Fig. 1: run 1, supply network
Drawn at 3 px/µm. Pins as bars on the die edge. Tap cells in grey.
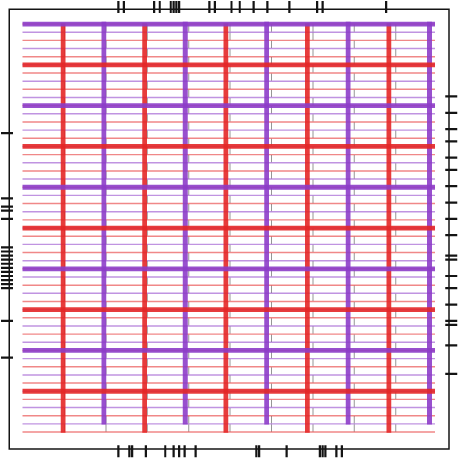
Fig. 2: run 1, placement by cell class
Drawn at 3 px/µm. Fill, decap, tap and diode cells in grey.
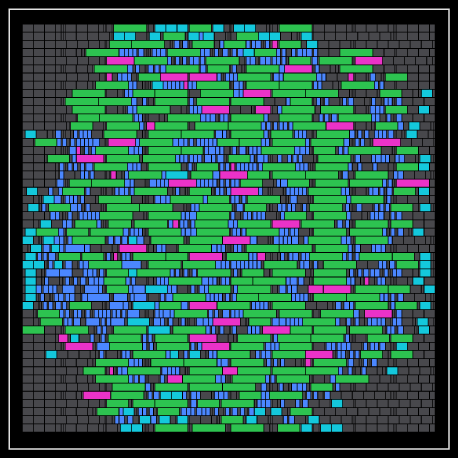
Fig. 3: run 1, clock distribution
Drawn at 2 px/µm.
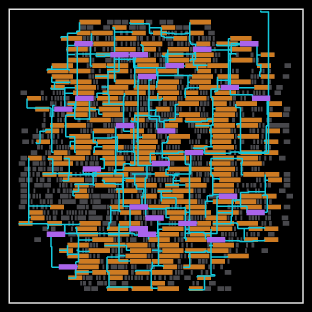
### config.mk
export PLATFORM = sky130hd
export DESIGN_NAME = config_packet_assembler
export DESIGN_NICKNAME = d
export VERILOG_FILES = /design/src/rtl/config_packet_assembler.sv
export SDC_FILE = /design/constraint.sdc
export NUM_CORES = 1
export LEC_CHECK = 0
export ABC_AREA = 1
export CAP_MARGIN = 10
export CORE_MARGIN = 4
export CORE_UTILIZATION = 55
export DETAILED_ROUTE_END_ITERATION = 7
export PLACE_DENSITY = 0.81
export SYNTH_ARGS = -nofsm -noshare
export SYNTH_HDL_FRONTEND = slang
export SYNTH_SLANG_ARGS = --single-unit
### constraint.sdc
create_clock -name clk_i -period 3.52 [get_ports clk_i]
set_input_delay 0.528 -clock clk_i [delete_from_list [all_inputs] [get_ports clk_i]]
set_output_delay 0.528 -clock clk_i [all_outputs]
set_load 0.03 [all_outputs]
### src/rtl/config_packet_assembler.sv
// config_packet_assembler: config-side NI that packs router flits into packets
// and buffers them in a small FIFO drained through an empty/read handshake.
// Ports: clk_i, reset_i (sync, active high); flit_i/flit_valid_i/flit_ready_o
// flit intake; abort_i drops the partial packet; read_i pops the FIFO head into
// registered packet_o; empty_o/full_o/fifo_count_o report FIFO occupancy;
// err_o is a sticky underflow flag. Needs FLITS_PER_PACKET >= 2 and a
// power-of-two FIFO_DEPTH >= 2.
module config_packet_assembler #(
  parameter int FLIT_WIDTH       = 16,
  parameter int PACKET_SIZE      = 44,
  parameter int FLITS_PER_PACKET = 3,
  parameter int FIFO_DEPTH       = 4,
  parameter int CNT_WIDTH        = 3
) (
  input  logic                   clk_i,
  input  logic                   reset_i,
  input  logic [FLIT_WIDTH-1:0]  flit_i,
  input  logic                   flit_valid_i,
  output logic                   flit_ready_o,
  input  logic                   abort_i,
  input  logic                   read_i,
  output logic [PACKET_SIZE-1:0] packet_o,
  output logic                   empty_o,
  output logic                   full_o,
  output logic [CNT_WIDTH-1:0]   fifo_count_o,
  output logic                   err_o
);

  localparam int ASM_W  = FLITS_PER_PACKET * FLIT_WIDTH;
  localparam int HIST_W = ASM_W - FLIT_WIDTH;
  localparam int PTR_W  = $clog2(FIFO_DEPTH);
  localparam int FC_W   = $clog2(FLITS_PER_PACKET);

  localparam logic [FC_W-1:0]      LAST  = FC_W'(FLITS_PER_PACKET - 1);
  localparam logic [CNT_WIDTH-1:0] DEPTH = CNT_WIDTH'(FIFO_DEPTH);

  logic [FC_W-1:0]        flit_cnt;
  logic [HIST_W-1:0]      hist_q;
  logic [ASM_W-1:0]       asm_d;
  logic [PACKET_SIZE-1:0] pkt_w;

  logic [PACKET_SIZE-1:0] mem [FIFO_DEPTH];
  logic [PTR_W-1:0]       wr_ptr;
  logic [PTR_W-1:0]       rd_ptr;
  logic [CNT_WIDTH-1:0]   count;

  logic last_flit;
  logic accept;
  logic push;
  logic pop;

  assign last_flit    = (flit_cnt == LAST);
  assign flit_ready_o = !(last_flit && full_o);
  assign accept       = flit_valid_i && flit_ready_o;
  assign push         = accept && last_flit && !abort_i && !reset_i;
  assign pop          = read_i && !empty_o;

  // Earlier flits sit in hist_q; the packet is the MSB end of the
  // full flit sequence, so trailing bits of the last flit fall off.
  assign asm_d = {hist_q, flit_i};
  assign pkt_w = asm_d[ASM_W-1 -: PACKET_SIZE];

  assign empty_o      = (count == '0);
  assign full_o       = (count == DEPTH);
  assign fifo_count_o = count;

  always_ff @(posedge clk_i) begin
    if (reset_i) begin
      flit_cnt <= '0;
      hist_q   <= '0;
    end else if (abort_i) begin
      flit_cnt <= '0;
    end else if (accept) begin
      hist_q   <= asm_d[HIST_W-1:0];
      flit_cnt <= last_flit ? '0 : flit_cnt + FC_W'(1);
    end
  end

  always_ff @(posedge clk_i) begin
    if (push) begin
      mem[wr_ptr] <= pkt_w;
    end
  end

  // A read against an empty FIFO is an underflow even if a push
  // lands on the same edge; the push still goes through.
  always_ff @(posedge clk_i) begin
    if (reset_i) begin
      wr_ptr   <= '0;
      rd_ptr   <= '0;
      count    <= '0;
      packet_o <= '0;
      err_o    <= 1'b0;
    end else begin
      if (push) begin
        wr_ptr <= wr_ptr + PTR_W'(1);
      end
      if (pop) begin
        rd_ptr   <= rd_ptr + PTR_W'(1);
        packet_o <= mem[rd_ptr];
      end
      if (read_i && empty_o) begin
        err_o <= 1'b1;
      end
      unique case ({push, pop})
        2'b10:   count <= count + CNT_WIDTH'(1);
        2'b01:   count <= count - CNT_WIDTH'(1);
        default: count <= count;
      endcase
    end
  end

endmodule

==> summary.txt, run 1 <==
ys cells = 1048
R2R Setup Slk = 1.22 ns
Buffers & Inverters on Critical Path = 2
Crit Path Class = reg -> out
family with the most delay on the worst path = buffers and inverters
post-cts sizing count = 0
count leader, synth = nor2_1
min Tclk post-route = 2.80 ns
Worst R2R Start = fifo_count_o[2]
vias per cell = 5.35
CTS max path bufs = 3
Top pwr grp = registers
Syn Area/Cell = 10.0 µm²
Hold Path Sink = err_o
simple share = 0.183
Max FO, Critical Path = 36
number of enable flip-flop cells = 176
worst-margin pin slew = 0.975 ns
post-route ant nets = 0
Routed WL = 22.3 mm
HP Class = reg -> reg
synth top area cells = edfxtp_1 (50%), dfxtp_1 (16%), nor2_1 (11%)
wl on met1 = 9.38 mm
registers = 262
Cells after Synth = 1048
CP Launch Point = flit_cnt[1]
largest registers = mem (176), packet_o (44), hist_q (32)
RSZ-0062 raised after global routing = no
Synth cell types = 24
Clock Sinks = 262
Clk pin slew, worst setup/hold paths = 0.06 ns
chip height = 146 µm
initial antenna violation count = 0
clk tree area frac = 0.0712
Layout fillers = 1384
PD cells = 602 nW/µm²
status = complete, no violations
Fin. Hold Viols = 0
Worst Setup Start Kind = flip-flop
Peak VDD IR = 0.000382 V
layout cells sized above 1 = 0.0724
hold slack final = 0.471 ns
CP max stage cell = clkdlybuf4s50_1
Yosys Chip Area = 10500 µm²
Notes on Fig. 1 above:
colour	net
purple	VDD
red	VSS
met5 straps	10
rows	50
met4 straps	10
tap cells	234

Notes on Fig. 2 above:
colour	class	cells	share of their area
blue	all other logic	727	26%
magenta	clock drivers and dummy loads	48	7.3%
cyan	other buffers and delay cells	82	7.2%
green	flip-flops	262	59%
area of the core: 18700 µm²
Seq/total area: 0.576

Notes on Fig. 3 above:
[purple] cells driving clock nets | count: 26
[cyan] clock wires | length: 2720 µm
[orange] flip-flops | count: 262
routed clock nets	27
clk_skew: 0.0186 ns
clk_lat worst skew: 0.52 ns
clock power share: 0.375
clock-net power: 2.75 mW

## Run 2: what changed since run 1
==> constraint.sdc (replaced) <==
create_clock -name clk_i -period 2.85 [get_ports clk_i]
set_input_delay 0.4275 -clock clk_i [delete_from_list [all_inputs] [get_ports clk_i]]
set_output_delay 0.4275 -clock clk_i [all_outputs]
set_load 0.03 [all_outputs]
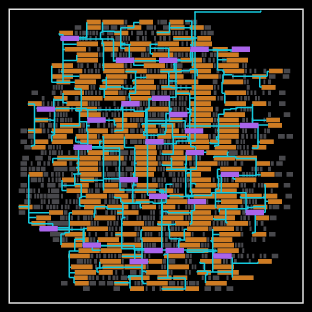
Fig. 4. Clock distribution (run 2).
Drawn at 2 px/µm.
[cyan] clock wires | length: 2670 µm
[purple] cells driving clock nets | count: 26
[orange] flip-flops | count: 262
routed clock nets	27
clk_skew: 0.0140 ns
clock power share: 0.364

==> run 2 against run 1 <==
  * Global-route usage grew 0.066 points
  * Routed wire length grew 0.58%
  * Sequential share of layout area grew 0.18 points
  * Area after synthesis is the same
  * Non-clock buffer count grew 8
  * Combinational power grew 22%
  * Synthesized cell count is the same
  * Sequential power grew 24%
  * Core utilization shrank 0.21 points
  * Clock-buffer cell count grew 6
  * Largest cell class unchanged
==> summary.txt, run 2 <==
min Tclk post-route = 2.33 ns
Routed WL = 22.4 mm (was 22.3 mm)
initial antenna violation count = 0 (unchanged)
R2R Setup Slk = 0.93 ns (was 1.22 ns)
ys cells = 1048 (unchanged)
status = complete, no violations (unchanged)
registers = 262 (unchanged)
hold slack final = 0.460 ns (was 0.471 ns)
count leader, synth = nor2_1 (unchanged)
Yosys Chip Area = 10500 µm² (unchanged)
wl on met1 = 9.33 mm (was 9.38 mm)
CTS max path bufs = 3 (unchanged)
Max FO, Critical Path = 4 (was 36)
clk_lat worst skew = 0.52 ns (about the same)
HP Class = reg -> reg (unchanged)
synth top area cells = edfxtp_1 (50%), dfxtp_1 (16%), nor2_1 (11%) (unchanged)
layout cells sized above 1 = 0.0728 (was 0.0724)
vias per cell = 5.32 (was 5.35)
Hold Path Sink = err_o (unchanged)
Clock Sinks = 262 (unchanged)
Top pwr grp = registers (unchanged)
PD cells = 733 nW/µm² (was 602 nW/µm²)
Cells after Synth = 1048 (unchanged)
largest registers = mem (176), packet_o (44), hist_q (32) (unchanged)
Fin. Hold Viols = 0 (unchanged)
Crit Path Class = reg -> out (unchanged)
family with the most delay on the worst path = buffers and inverters (unchanged)
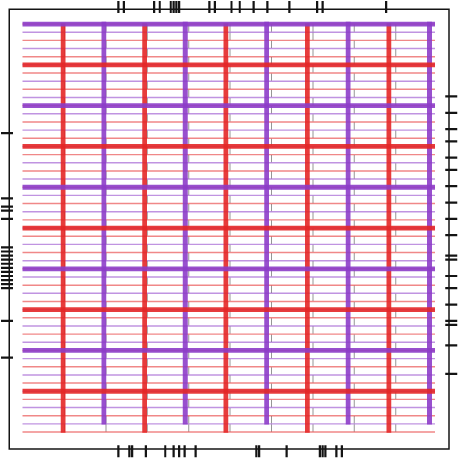
Fig. 5. Supply network (run 2).
Drawn at 3 px/µm. Pins as bars on the die edge. Tap cells in grey.
colour	net
purple	VDD
red	VSS
tap cells	234
met5 straps	10
met1 rails	51
chip height: 146 µm
Peak VDD IR: 0.000445 V

Power figures rest on the tool's default switching activity, not on a simulated workload.
